`src/rtl/xy_input_unit.sv`:
```
// Router input unit: 4-deep flit FIFO, XY route decode of head flits, and a
// wormhole-held one-hot request toward the selected output arbiter.
module xy_input_unit #(
    parameter int DATA_WIDTH     = 8,
    parameter int ROW_ADDR_W     = 2,
    parameter int COL_ADDR_W     = 2,
    parameter int ROW_CORD       = 0,
    parameter int COL_CORD       = 0,
    parameter int BUFFER_DEPTH_W = 2,
    parameter int OUT_N          = 5
) (
    input  logic                  clk_i,
    input  logic                  rst_ni,
    input  logic [DATA_WIDTH+1:0] data_i,
    input  logic                  wr_en_i,
    output logic                  rdy_o,
    output logic [DATA_WIDTH+1:0] data_o,
    output logic [OUT_N-1:0]      out_req_o,
    input  logic                  rd_en_i,
    output logic                  err_o
);

    // state  | meaning
    // IDLE   | waiting for a head at the FIFO front; stray body/tail flits dropped
    // ACTIVE | route latched, request raised while flits are buffered, until tail pop

    localparam int FLIT_W = DATA_WIDTH + 2;
    localparam int DEPTH  = 1 << BUFFER_DEPTH_W;
    localparam int CNT_W  = BUFFER_DEPTH_W + 1;

    localparam logic [CNT_W-1:0]          CNT_ONE  = CNT_W'(1);
    localparam logic [CNT_W-1:0]          CNT_FULL = CNT_W'(DEPTH);
    localparam logic [BUFFER_DEPTH_W-1:0] PTR_ONE  = BUFFER_DEPTH_W'(1);
    localparam logic [ROW_ADDR_W-1:0]     ROW_C    = ROW_ADDR_W'(ROW_CORD);
    localparam logic [COL_ADDR_W-1:0]     COL_C    = COL_ADDR_W'(COL_CORD);

    localparam int PORT_L = 0;
    localparam int PORT_N = 1;
    localparam int PORT_E = 2;
    localparam int PORT_S = 3;
    localparam int PORT_W = 4;

    typedef enum logic {IDLE, ACTIVE} state_t;

    state_t                    state_q, state_d;
    logic [FLIT_W-1:0]         mem [DEPTH];
    logic [BUFFER_DEPTH_W-1:0] wr_ptr_q, rd_ptr_q;
    logic [CNT_W-1:0]          count_q;
    logic [OUT_N-1:0]          route_q, route_d, route_dec;
    logic                      err_q, err_d;
    logic                      empty, full, push, pop;
    logic [FLIT_W-1:0]         front;
    logic                      front_is_head, front_is_tail;
    logic [COL_ADDR_W-1:0]     col_dst;
    logic [ROW_ADDR_W-1:0]     row_dst;

    assign empty = (count_q == '0);
    assign full  = (count_q == CNT_FULL);
    assign push  = wr_en_i && !full;
    assign front = mem[rd_ptr_q];

    // Type bit 1 marks a head (HEAD/HEAD_TAIL), bit 0 a tail (TAIL/HEAD_TAIL)
    assign front_is_head = front[FLIT_W-1];
    assign front_is_tail = front[FLIT_W-2];
    assign col_dst       = front[COL_ADDR_W-1:0];
    assign row_dst       = front[COL_ADDR_W+ROW_ADDR_W-1:COL_ADDR_W];

    assign rdy_o  = !full;
    assign data_o = front;
    assign err_o  = err_q;

    always_comb begin
        route_dec = '0;
        if (col_dst > COL_C)       route_dec[PORT_E] = 1'b1;
        else if (col_dst < COL_C)  route_dec[PORT_W] = 1'b1;
        else if (row_dst > ROW_C)  route_dec[PORT_S] = 1'b1;
        else if (row_dst < ROW_C)  route_dec[PORT_N] = 1'b1;
        else                       route_dec[PORT_L] = 1'b1;
    end

    always_ff @(posedge clk_i) begin
        if (push) mem[wr_ptr_q] <= data_i;
    end

    always_ff @(posedge clk_i or negedge rst_ni) begin
        if (!rst_ni) begin
            wr_ptr_q <= '0;
            rd_ptr_q <= '0;
            count_q  <= '0;
            route_q  <= '0;
            err_q    <= 1'b0;
        end else begin
            if (push) wr_ptr_q <= wr_ptr_q + PTR_ONE;
            if (pop)  rd_ptr_q <= rd_ptr_q + PTR_ONE;
            case ({push, pop})
                2'b10:   count_q <= count_q + CNT_ONE;
                2'b01:   count_q <= count_q - CNT_ONE;
                default: count_q <= count_q;
            endcase
            route_q <= route_d;
            err_q   <= err_d;
        end
    end

    // FSM: state register
    always_ff @(posedge clk_i or negedge rst_ni) begin
        if (!rst_ni) state_q <= IDLE;
        else         state_q <= state_d;
    end

    // FSM: next state
    always_comb begin
        state_d = state_q;
        case (state_q)
            IDLE:    if (!empty && front_is_head) state_d = ACTIVE;
            ACTIVE:  if (rd_en_i && !empty && front_is_tail) state_d = IDLE;
            default: state_d = IDLE;
        endcase
    end

    // FSM: outputs; a mid-packet head is popped like any body flit
    always_comb begin
        pop       = 1'b0;
        err_d     = 1'b0;
        route_d   = route_q;
        out_req_o = '0;
        case (state_q)
            IDLE: begin
                if (!empty && front_is_head) begin
                    route_d = route_dec;
                end else if (!empty) begin
                    pop   = 1'b1;
                    err_d = 1'b1;
                end
            end
            ACTIVE: begin
                if (!empty) out_req_o = route_q;
                pop = rd_en_i && !empty;
            end
            default: ;
        endcase
    end

endmodule

```
`config.mk`:
```
export PLATFORM = sky130hd
export DESIGN_NAME = xy_input_unit
export DESIGN_NICKNAME = d
export VERILOG_FILES = /design/src/rtl/xy_input_unit.sv
export SDC_FILE = /design/constraint.sdc
export NUM_CORES = 1
export LEC_CHECK = 0
export CORE_ASPECT_RATIO = 0.7
export CORE_MARGIN = 2
export CORE_UTILIZATION = 50
export CTS_BUF_LIST = sky130_fd_sc_hd__clkbuf_2 sky130_fd_sc_hd__clkbuf_4 sky130_fd_sc_hd__clkbuf_8
export DETAILED_ROUTE_END_ITERATION = 7
export PLACE_DENSITY = 0.82
export SLEW_MARGIN = 25
export SYNTH_ARGS = -nofsm -noshare
export SYNTH_HDL_FRONTEND = slang
export SYNTH_SLANG_ARGS = --single-unit
```
`constraint.sdc`:
```
create_clock -name clk_i -period 4.5 [get_ports clk_i]
set_input_delay 0.675 -clock clk_i [delete_from_list [all_inputs] [get_ports clk_i]]
set_output_delay 0.675 -clock clk_i [all_outputs]
set_load 0.05 [all_outputs]
```
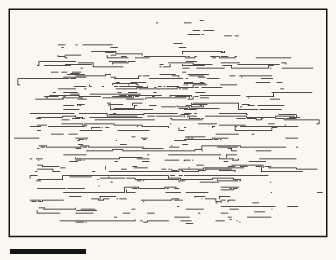
Fig. 1. The metal 1 layer (run 1).
Bar = 20 um.
- nets with wire on the layer: 146
- longest straight run: 27.8 um
- share of all routed wire: 46%

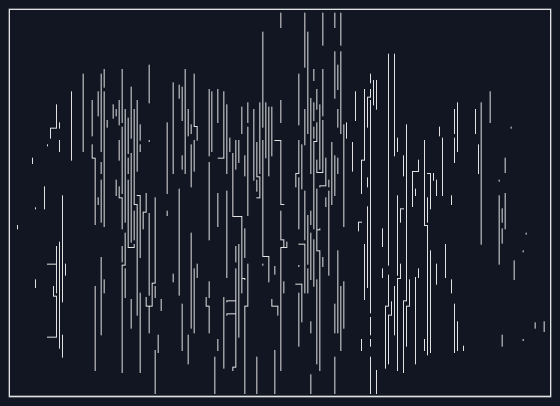
Fig. 2. M2 wires (run 1).
- wire length on this layer: 1810 um
- share of all routed wire: 49%
- main direction: vertical
- longest straight run: 32.6 um
Final Routed Wirelength: 3.73 mm
met2 Resource Use GR: 0.279

==> results.toml, run 1 <==
# flow metrics
[floorplanning]
core_um2 = 4280
die_w_um = 83.0
die_h_um = 59.3
chipArea_um2 = 4920
io_pins = 31

[synthesis]
ys_ff = 52
synthCells = 117
synth_chip_area_um2 = 2180
synthesis.area_um2 = 2180
ys_seq_frac = 0.687
netlist-cell-type-count = 30
avgSynthCellArea_um2 = 18.7

[layout]
instances_no_fill = 205
final_cell_mix = "edfxtp_1, clkdlybuf4s50_1, dfrtp_1"
layout_top_cell = "edfxtp_1"
nNetsFinal = 169

[clock_network]
numCtsBuffers = 5
cts_resized = 0
insertion_delay_ps = 310
clk_pin_slew_ps = 100
cts_sinks = 52
cts_tree = "yes"
h-tree-depth = 2

[drt]
wl_per_cell_um = 18.2
ant_nets = 0

[timing]
fin_crit_ps = 3170
finalSetupTns_ps = 0
finalSetupViolCount = 0
fmaxAchievable_ghz = 0.316
finalClockSkew_ps = 9.95

[grt]
antenna_found_initial = 0
grt_max_degree = 19
grt_use_total = 0.171

[worst_setup_path]
crit_type = "reg -> out"
r2r-end = "count_q[2]"
arrival_ps = 2490
crit_required_ps = 3830

[pwr]
power_leakage_nw = 0.964
max-vdd-ir-drop_mv = 0.528

[hold_path]
hold_depth = 1
holdPathEnd = "err_o"
min_path_type = "reg -> reg"
holdCritStartpoint = "state_q"

[run_status]
outcome = "complete, no violations"

[place]
io_buffer_count = 28
place_congestion = 0.818
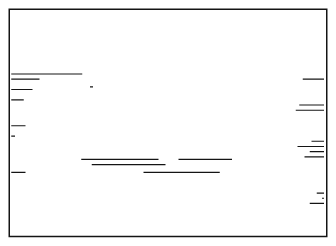
Fig. 3. M3 wires (run 1).
- nets with wire on the layer: 19
- longest straight run: 20.0 um
- share of all routed wire: 4.2%
- wire length on this layer: 156 um

## run 1: worst max path at each step
stage / startpoint / depth (start not counted) / end / slack (ps)
final: rd_ptr_q[0] / 2 / data_o[3] / 1330
after global routing: rd_ptr_q[0] / 2 / data_o[9] / 1240
after CTS: rd_ptr_q[0] / 2 / data_o[3] / 1290
after detailed placement: rd_ptr_q[0] / 8 / count_q[2] / 1540
after global placement: rd_ptr_q[0] / 8 / count_q[2] / 1660
after floorplan: rd_ptr_q[0] / 8 / count_q[2] / 2010
## run 1: power breakdown
group	internal [mW]	total, mW	switching, mW	leakage, nW
registers	0.652	0.744	0.0921	0.510
clock network	0.113	0.272	0.159	0.0487
logic	0.362	0.920	0.559	0.405
total	1.13	1.94	0.810	0.964
## run 1: registers in the layout, summed over array words and instances (netlist names)
register	cells
mem	40
count_q	3
route_q	3
rd_ptr_q	2
wr_ptr_q	2
err_o	1
state_q	1
## run 1: critical path, delay by kind of cell, from the launching register on
kind / cells / cell delay [ps]
buf+inv: 1 / 740
flops: 1 / 730
mux: 1 / 710
## run 1: cell families after synthesis
| family | count (synthesis) | synth area share |
|---|---|---|
| adder cells (fa/ha/maj) | 6 | 0.0378 |
| flip-flops | 52 | 0.687 |
| AND/OR/NAND/NOR | 18 | 0.0487 |
| AND-OR/OR-AND | 7 | 0.0395 |
| XOR/XNOR | 6 | 0.0241 |
| other | 1 | 0.00172 |
| multiplexers | 13 | 0.130 |
| buffers and inverters | 14 | 0.0309 |
## run 1: cell type report
class	instances	area (um^2)
timing repair buffer	28	280
multi-input combinational	52	619
fill	321	1680
clock buffer	5	68.8
sequential	52	1500
inverter	10	37.5
tap	55	68.8
clock inverter	3	26.3
## run 1: synth_stat cells (all sizes together)
| cell | instances | share of area |
|---|---|---|
| and3 | 6 | 0.017 |
| nor2 | 2 | 0.0034 |
| edfxtp | 40 | 0.55 |
| or2 | 1 | 0.0040 |
| a211oi | 1 | 0.0057 |
| mux4 | 10 | 0.12 |
| o21ai | 1 | 0.0023 |
| inv | 10 | 0.017 |
| or3 | 1 | 0.0029 |
| conb | 1 | 0.0017 |
| buf | 3 | 0.012 |
| ha | 5 | 0.029 |
| fa | 1 | 0.0092 |
| xnor2 | 3 | 0.012 |
| or3b | 1 | 0.0040 |
| nor2b | 1 | 0.0029 |
| xor2 | 3 | 0.012 |
| a31o | 2 | 0.0080 |
| dfrtp | 12 | 0.14 |
| mux2i | 1 | 0.0046 |
| o31ai | 1 | 0.0034 |
| o41ai | 1 | 0.0074 |
| nor3 | 4 | 0.0092 |
| a2111oi | 1 | 0.013 |
| and2 | 1 | 0.0029 |
| nand3 | 1 | 0.0023 |
| mux2 | 2 | 0.010 |
| clkbuf | 1 | 0.0017 |
## run 1: routing by layer
metal	routed length [um]	global-route usage	vias up
li1	-	-	512
met1	1710	0.219	569
met2	1810	0.279	24
met3	156	0.0460	4
met4	42	0.0843	0
met5	0	0	-
## run 1: through the flow
stage               utilization  power, mW  hold WS, ps  instance area (um^2)
floorplan                     -       1.41          379                  2190
global placement          0.586       1.63          481                  2510
detailed placement        0.586       1.68          485                  2510
CTS                       0.608       1.96          499                  2600
global route              0.608       2.04          520                  2600
finish                    0.608       1.94          494                  2600
## Run 2: what changed since run 1
- PLACE_DENSITY: 0.82 -> 0.85
- clock period: 4.5 -> 2.8 ns (I/O delays scaled with it)
==> run 2 against run 1 <==
Die area is the same. Combinational power rose by 72%. Critical path depth increased by 1. Sequential share of layout area decreased by 0.63 points. Synthesized cell count unchanged. Utilization up 0.67 points. Clock skew fell by 0.89 ps. Sequential power rose by 52%. Clock power up 59%. Critical endpoint is now data_o[2]. Largest cell class unchanged.
==> results.toml, run 2 <==
# flow metrics
[run_status]
outcome = "complete, no violations"

[drt]
vias = 1144
wirelength_mm = 3.78
ant_nets = 0
wl_per_cell_um = 18.1

[floorplanning]
io_pins = 31
die_h_um = 59.3
die_w_um = 83.0
chipArea_um2 = 4920
core_um2 = 4280

[synthesis]
flop_cell = "edfxtp_1"
synth-edff-count = 40
synthCells = 117
avgSynthCellArea_um2 = 18.7
synth_chip_area_um2 = 2180
netlist-cell-type-count = 30
synthesis.area_um2 = 2180
synth-async-reset-ratio = 0.231
common_cells = "edfxtp_1, dfrtp_1, inv_1"
top_cells_by_area = "edfxtp_1, dfrtp_1, mux4_1"
top_cell_area_share = 0.550
ys_seq_frac = 0.687
yosysMostFrequentCell = "edfxtp_1"
ys_ff = 52
top_area_cell = "edfxtp_1"

[place]
io_buffer_count = 28
place_congestion = 0.688

[clock_network]
clk_pin_slew_ps = 90
h-tree-depth = 2
clockBufferDepth = 2
cts_resized = 0
numCtsBuffers = 5
cts_sinks = 52
cts_tree = "yes"
insertion_delay_ps = 300

[grt]
antenna_found_initial = 0
grt_use_total = 0.173
grt_pass1_wl_mm = 6.19
grt_max_degree = 16

[layout]
largest_reg_flops = 40
layout-drive-gt1-share = 0.143
reg.largest.list = "mem (40), count_q (3), route_q (3)"
final_cell_mix = "edfxtp_1, clkdlybuf4s50_1, dfrtp_1"
largest_register = "mem"
comb_area_um2 = 619
nNetsFinal = 173
flop_area_um2 = 1500
layout_top_cell = "edfxtp_1"
nFillCells = 302

[pwr]
sw_frac_of_total = 0.406
pwr-share-seq = 0.360
max-vdd-ir-drop_mv = 0.644
combPwrFrac = 0.503
internal-power_mw = 1.87
clkPwrFrac = 0.138
p_sw_mw = 1.28
power_leakage_nw = 0.984

[timing]
finalClockSkew_ps = 9.06
finalSetupTns_ps = 0
fin_crit_sh = 0.959
fin_crit_ps = 2690
fmaxAchievable_ghz = 0.372
drv_slew = 0
finalSetupViolCount = 0

[worst_setup_path]
crit_type = "reg -> out"
crit_required_ps = 2380
arrival_ps = 2270
worstSetupEndpointType = "output port"

[hold_path]
min_path_type = "in -> async"
run 2: worst paths after layout:
path | from | end | slack [ps] | depth (start not counted)
max in group asynchronous | rst_ni | count_q[0] | 1930 | 1
max reg2reg | rd_ptr_q[0] | count_q[2] | 400 | 8
min | rst_ni | route_q[0] | 480 | 1
min reg2reg | state_q | err_o | 500 | 1
max | rd_ptr_q[0] | data_o[2] | 110 | 3
min in group clk_i | state_q | err_o | 500 | 1
run 2: kinds of logic (layout without fill, tap and decap cells):
| logic type | Yosys count | in the layout | share of synthesized area |
|---|---|---|---|
| xor gates and xnor gates | 6 | 6 | 0.0241 |
| buffers and inverters | 14 | 50 | 0.0309 |
| other | 1 | 2 | 0.00172 |
| and+or+nand+nor | 18 | 18 | 0.0487 |
| adders and majority gates | 6 | 6 | 0.0378 |
| DFF | 52 | 52 | 0.687 |
| AOI/OAI and AO/OA | 7 | 7 | 0.0395 |
| muxes | 13 | 13 | 0.130 |
run 2: area by class of cell:
type,count,share of cell area
clock buffer,7,0.0342
clock inverter,1,0.00143
inverter,10,0.0143
multi-input combinational,52,0.235
sequential,52,0.571
tap,55,0.0262
timing repair buffer,32,0.118
run 2: critical path, cell delays in order (launching register included):
cell	delay, ps
dfrtp_1	370
buf_4	220
mux4_1	640
clkdlybuf4s50_1	730
run 2: per-stage QoR:
| step | cells | setup WS (ps) | power [mW] | instance area [um^2] | hold slack [ps] |
|---|---|---|---|---|---|
| 2_1_floorplan | 118 | 310 | 2.27 | 2190 | 124 |
| 3_3_place_gp | 201 | 437 | 2.66 | 2540 | 471 |
| 3_5_place_dp | 201 | 349 | 2.73 | 2540 | 475 |
| 4_1_cts | 209 | 87.8 | 3.17 | 2630 | 491 |
| 5_1_grt | 209 | 31.3 | 3.32 | 2630 | 515 |
| 6_report | 209 | 114 | 3.15 | 2630 | 480 |
run 2: layer usage:
layer  wire length (um)  GRT usage  vias up
met3                177     0.0571        0
met5                  0          0        -
met4                  0     0.0562        0
li1                   -          -      524
met2               1910      0.300       30
met1               1700      0.212      590
run 2: power groups by stage:
stage	Sequential, mW	Combinational [mW]	Clock [mW]
CTS	1.13	1.59	0.449
finish	1.13	1.58	0.433
detailed placement	1.15	1.58	0
global placement	1.13	1.53	0
global route	1.15	1.69	0.479
floorplan	1.14	1.13	0
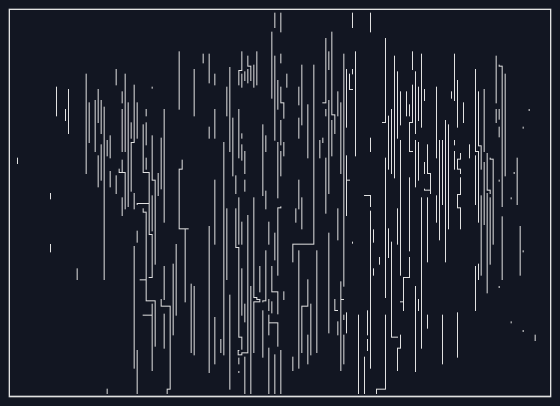
Fig. 4. M2 wires (run 2).
- main direction: vertical
- share of all routed wire: 50%
- wire length on this layer: 1910 um

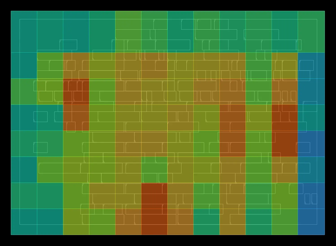
Fig. 5. Routing congestion (run 2).
Final Util: 0.615
GR peak layer: met2

Power figures rest on the tool's default switching activity, not on a simulated workload.
